Figure 1. I/O pins on the die edge.
Drawn at 4 px/µm. Pins as bars across the die edge, other pins in grey.
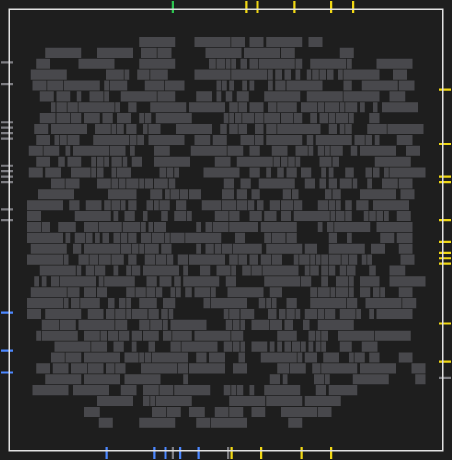
Figure 2. Metal 3.
Drawn at 4 px/µm.
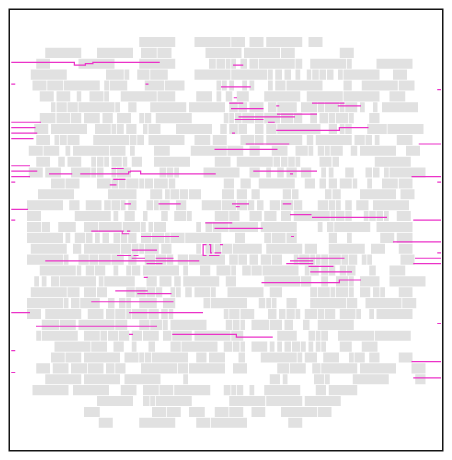
Figure 3. M2 wires.
Drawn at 4 px/µm.
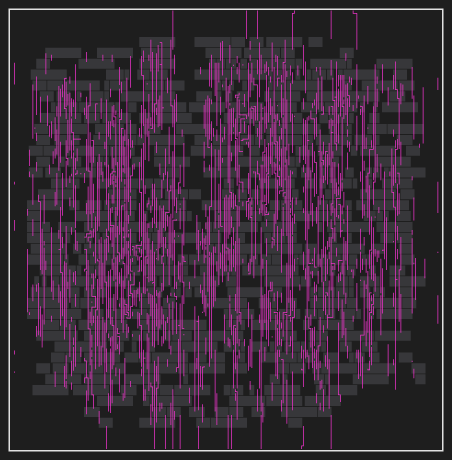
Figure 4. Routed metal per tile.
Drawn at 3 px/µm. The die is cut into 22 by 22 equal tiles; dark blue is low, red is high, scaled to the fullest tile. Values are wire area over tile area, all layers added.
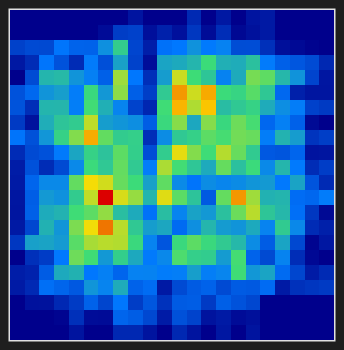
==> config.mk <==
export PLATFORM = sky130hd
export DESIGN_NAME = spi_flash_responder
export DESIGN_NICKNAME = d
export VERILOG_FILES = /design/src/rtl/flash_pkg.sv /design/src/rtl/sync_2ff.sv /design/src/rtl/spi_flash_responder.sv
export SDC_FILE = /design/constraint.sdc
export NUM_CORES = 1
export LEC_CHECK = 0
export CORE_AREA = 4 4 104 106
export DETAILED_ROUTE_END_ITERATION = 7
export DIE_AREA = 0 0 108 110
export PLACE_DENSITY = 0.78
export REMOVE_ABC_BUFFERS = 1
export SLEW_MARGIN = 20
export SYNTH_ARGS = -nofsm -noshare
export SYNTH_HDL_FRONTEND = slang
export SYNTH_SLANG_ARGS = --single-unit
==> constraint.sdc <==
create_clock -name clk_i -period 2.5 [get_ports clk_i]
set_clock_uncertainty 0.15 [all_clocks]
set_input_delay 0.5 -clock clk_i [delete_from_list [all_inputs] [get_ports clk_i]]
set_output_delay 0.5 -clock clk_i [all_outputs]
set_load 0.02 [all_outputs]
==> run summary <==
fresh numbers from the pnr run: Peak supply drop 0.000433 V, post-DP HPWL ~8900 µm, class of the worst hold path reg -> reg, H-tree Lvls 3, main flop type dfrtp_1, Largest stage delay, worst path about 0.62 ns, Nets 649, die area around 12000 µm², Antenna Diode Count 0, clock-pin slew on the worst setup and hold paths 0.10 ns, cell count of the worst reg-to-reg path 6, clk buf depth 2, first-pass GRT wire length around 22000 µm, Rel. slew slack 55.6%, Worst Setup End Kind flip-flop, Vias/cell 5.97, final instance area 6640 µm², CP delay by family, top simple AND/OR/NAND/NOR gates, Worst path depth 6, worst slew pin tran 0.657 ns, critical-path cell list or4_1 > nor4_4 > nor3_1 > nor3_4 > buf_12 > mux2_2, Synth Register Bits 108, final setup vio count 0, core area 9770 µm², total congestion overflow 0, Residual DRC 0, WS Path Type reg -> reg, Top cell excl fill/tap dfrtp_1, RSZ-0062 raised after global routing false, Top Metal Used met4, ys async rst share 100%, clk latency late pin 0.39 ns, Post-synth EDFFs 0, hold path depth 0, clk root buf clkbuf_8, Leak 2.90 nW, outcome completed, most frequent cells in the layout dfrtp_1, nor2_1, nand2_1, mux2_2, clkdlybuf4s50_1, starting density of the core 58.1%, flop-to-flop setup slack 0.10 ns, DR WL met3 648 µm, Synth Seq Share 47.6%, yosys warns 0, CTS tree done, Distinct cells, synth 70, PD cells 632 nW/µm²
-- Figure 1 (at the start) --
Key: yellow = mem_addr_o [pins 20, direction output, edge 11 east, 5 north, 4 south]; green = miso_o [pins 1, direction output, edge north]; blue = mem_wdata_o [pins 8, direction output, edge 5 south, 3 west]
All pins by edge: 15 west, 12 east, 11 south, 6 north.
Port-buffer cells: 43
DIE HEIGHT: 110 µm
Die W: 108 µm

-- Figure 2 (at the start) --
The layer carries 648 µm of wire. The wires run mostly horizontal. 70 nets have wire on it.
DRT Wirelength: 12900 µm
vias: 4582

-- Figure 3 (at the start) --
The layer holds 49% of the routed length. The longest straight run is 50.0 µm. The wires run mostly vertical.
met2 usage: 38.8%

-- Figure 4 (at the start) --
The densest ninth of the die: centre. The mean over all tiles is 0.17. The fullest tile reaches 0.65. 14% of the tiles are nearly empty.
GRT Total Usage: 23.0%
routed length per instance: 16.8 µm

[what timing repair did]
item | CTS | global route
endpoints found under the setup margin | 0 | 12
gates resized | 0 | 4
hold endpoints to repair | 36 | 0
hold buffers | 1 | 0
buffers inserted | 0 | 1
[power by group]
group          switching [W]  leakage, nW  internal [W]  total [W]
registers           0.000137         1.47       0.00188    0.00202
logic               0.000601         1.34      0.000483    0.00108
clock network       0.000604       0.0918      0.000492    0.00110
total                0.00134         2.90       0.00285    0.00420
[cells in the mapped netlist (3+ instances only)]
master	count	area [µm²]
nand2_1	43	161
nand3b_1	4	30.0
or4_1	4	30.0
o22a_1	3	26.3
ha_1	7	87.6
a21oi_1	34	170
a32oi_1	3	26.3
and3_1	4	25.0
or3_1	3	18.8
nand3_1	9	45.0
dfrtp_1	108	2700
nor2_1	70	263
a22o_1	3	26.3
a22oi_1	3	22.5
a31oi_1	9	56.3
a211oi_1	6	45.0
nor2b_1	5	31.3
clkbuf_1	24	90.1
nor4_1	11	68.8
xor2_1	5	43.8
inv_1	11	41.3
mux2_2	43	484
xnor2_1	7	61.3
o21ai_0	40	200
or3_2	3	22.5
nand4_1	8	50.1
nor4b_1	3	26.3
nor3b_1	3	22.5
a211o_1	3	26.3
mux2i_1	11	110
a32o_1	4	40.0
o22ai_1	5	31.3
nand2b_1	6	37.5
buf_2	7	35.0
o31ai_1	5	37.5
nor3_1	12	60.1
[cell families after synthesis]
| logic type | Yosys count | synth area share, % |
|---|---|---|
| adders and majority gates | 7 | 1.54 |
| buffers and inverters | 48 | 3.85 |
| xor gates and xnor gates | 12 | 1.85 |
| muxes | 54 | 10.5 |
| DFF | 108 | 47.6 |
| AOI/OAI and AO/OA | 141 | 15.9 |
| and+or+nand+nor | 206 | 18.8 |
[worst reg2reg max path: cells and delay by family, from the launching register on]
| kind | cells | cell delay, ns |
|---|---|---|
| DFF | 1 | 0.43 |
| buffers and inverters | 1 | 0.15 |
| muxes | 1 | 0.33 |
| and+or+nand+nor | 4 | 1.22 |
[final cells by class]
cell class | count | area, µm² | area share [%]
clock buffers | 11 | 141 | 2.13
clock inverters | 5 | 61.3 | 0.923
inverters | 11 | 41.3 | 0.622
multi-input cells | 420 | 2780 | 41.8
flip-flops and latches | 108 | 2700 | 40.7
well taps | 133 | 166 | 2.51
repair buffers | 79 | 751 | 11.3
[metrics by stage]
stage | instances | worst slack, ns
after detailed placement | 749 | 0.0480
after CTS | 766 | 0.0290
after global placement | 749 | 0.0872
final | 767 | 0.105
after global routing | 767 | 0.0139
after floorplan | 539 | -0.500
[per-layer routing]
metal	vias to the layer above	track usage, %
li1	2200	-
met1	2217	29.7
met2	142	38.8
met3	23	5.59
met4	0	7.12
met5	-	0
Power and IR drop assume default switching activity.
